[config.mk]
export PLATFORM = sky130hd
export DESIGN_NAME = serial_adder
export DESIGN_NICKNAME = d
export VERILOG_FILES = /design/src/rtl/serial_adder.sv
export SDC_FILE = /design/constraint.sdc
export NUM_CORES = 1
export LEC_CHECK = 0
export CAP_MARGIN = 5
export CORE_MARGIN = 3
export CORE_UTILIZATION = 55
export CTS_CLUSTER_SIZE = 14
export DETAILED_ROUTE_END_ITERATION = 8
export PLACE_DENSITY_LB_ADDON = 0.05
export SLEW_MARGIN = 20
export SYNTH_ARGS = -nofsm -noshare
export SYNTH_HDL_FRONTEND = slang
export SYNTH_SLANG_ARGS = --single-unit
export TNS_END_PERCENT = 5
[constraint.sdc]
create_clock -name clk -period 4.1 [get_ports clk]
set_clock_uncertainty 0.1 [all_clocks]
set_input_delay 0.41 -clock clk [delete_from_list [all_inputs] [get_ports clk]]
set_output_delay 0.41 -clock clk [all_outputs]
set_load 0.05 [all_outputs]
[src/rtl/serial_adder.sv]
// Bit-serial adder: one shared full-adder cell with a registered carry, one bit per clock.
// Operands are captured on an accepted start; sum/cout are updated only when the result completes.
//
//   state | meaning
//   IDLE  | waiting for start; sum/cout hold the last result
//   SHIFT | one operand bit pair added per edge, LSB first
//   DONE  | result valid, done pulses for one cycle
module serial_adder #(
  parameter int WIDTH = 8
) (
  input  logic             clk,
  input  logic             rst,
  input  logic             start,
  input  logic [WIDTH-1:0] a,
  input  logic [WIDTH-1:0] b,
  input  logic             cin,
  output logic             busy,
  output logic             done,
  output logic [WIDTH-1:0] sum,
  output logic             cout
);

  localparam int CW = $clog2(WIDTH);

  typedef enum logic [1:0] {
    IDLE  = 2'd0,
    SHIFT = 2'd1,
    DONE  = 2'd2
  } state_t;

  state_t           state;
  state_t           state_nx;
  logic [WIDTH-1:0] sa;
  logic [WIDTH-1:0] sb;
  logic [WIDTH-1:0] sr;
  logic             carry;
  logic [CW-1:0]    count;
  logic             s_bit;
  logic             c_bit;
  logic             last;

  // full-adder cell shared by every bit position
  assign s_bit = sa[0] ^ sb[0] ^ carry;
  assign c_bit = (sa[0] & sb[0]) | (sa[0] & carry) | (sb[0] & carry);
  assign last  = (count == CW'(WIDTH - 1));

  always_comb begin
    state_nx = state;
    busy     = 1'b0;
    done     = 1'b0;
    case (state)
      IDLE: begin
        if (start) state_nx = SHIFT;
      end
      SHIFT: begin
        busy = 1'b1;
        if (last) state_nx = DONE;
      end
      DONE: begin
        busy     = 1'b1;
        done     = 1'b1;
        state_nx = IDLE;
      end
      default: state_nx = IDLE;
    endcase
  end

  always_ff @(posedge clk) begin
    if (rst) begin
      state <= IDLE;
      sa    <= '0;
      sb    <= '0;
      sr    <= '0;
      carry <= 1'b0;
      count <= '0;
      sum   <= '0;
      cout  <= 1'b0;
    end else begin
      state <= state_nx;
      case (state)
        IDLE: begin
          if (start) begin
            sa    <= a;
            sb    <= b;
            carry <= cin;
            count <= '0;
            sr    <= '0;
          end
        end
        SHIFT: begin
          sa    <= sa >> 1;
          sb    <= sb >> 1;
          carry <= c_bit;
          sr    <= {s_bit, sr[WIDTH-1:1]};
          count <= count + CW'(1);
          if (last) begin
            sum  <= {s_bit, sr[WIDTH-1:1]};
            cout <= c_bit;
          end
        end
        default: ;
      endcase
    end
  end

endmodule

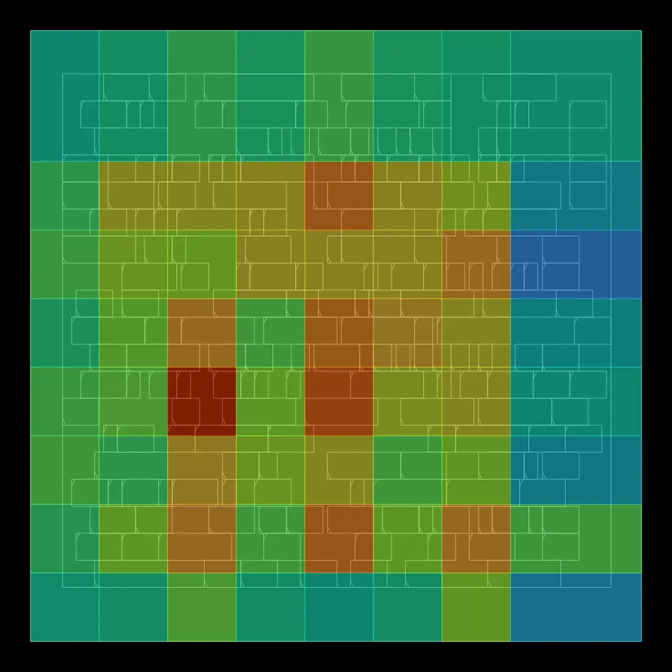
Figure 1: routing congestion.
routed length per instance: 13.0 microns
GRT busiest layer: met2
met1 global-route usage: 0.223
post-layout util: 0.718

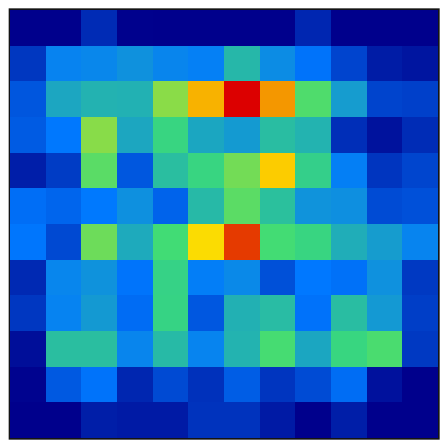
Figure 2: wiring heat map.
The die is cut into 12 by 12 equal tiles; dark blue is low, red is high, scaled to the fullest tile. Values are wire area over tile area, all layers added.
mean over tiles = 0.13
nearly empty tiles = 12%
densest ninth of the die = middle
fullest tile = 0.48
emptiest ninth of the die = top right
tiles over half the peak = 12%
total number of vias: 1307
total wire length: 2980 microns
total track usage: 0.181

==> out/metrics.yaml <==
setup_path:
  path_cells: "inv_1 > ha_1 > clkdlybuf4s50_1"
  r2r_start: "state[1]$_SDFFE_PP0P_"
  end_kind: "output pin"
  crit_type: "flip-flop to output pin"
  cp.required_ns: 3.59
  crit_start: "state[0]$_SDFFE_PP0P_"
  critPathBufInv: 2
drt:
  drc_errors: 0
final_layout:
  comb_cells: 116
  flops: 38
  clock_buffers: 5
floorplanning:
  ios: 31
  fp_util: 0.593
  die_y_microns: 61.5
  chipArea_sq_um: 3780
global_routing:
  grt_pass1_wl_microns: 5050
  gr-usage-met3: 0.0377
  antenna_found_initial: 0
  grt_pass1_vias: 1183
logic_synthesis:
  ys_cells: 171
  synth_flops: 38
  top_logic_kind: "AND-OR/OR-AND gates"
  synth_compound_gate_area_share: 0.202
run:
  warnings: 29
hold_path:
  hold_path_depth: 2
  whs_endpoint: "sum[2]$_SDFFE_PP0P_"
  hp-start: "sum[2]$_SDFFE_PP0P_"
  min_path_type: "flip-flop to flip-flop"
clock_tree:
  post_cts_resized: 0
  postCtsSetupBuffers: 0
  ctsHoldBuffers: 0
  cts_tree: "built"
final_timing:
  tns_ns: 0
  final.setup.worst_slack_ns: 1.70
  fin_crit_ns: 2.40
  max_freq_mhz: 416
  report.final.slew_viol_count: 0
power_and_ir_drop:
  seq_power_mw: 0.418
  comb-power_mw: 0.202
  total_power_mw: 0.875
  seqPwrFrac: 0.478
  power_frac_clock: 0.291
place:
  pre_cts_slack_ns: 1.98
run_status:
  status: "completed"
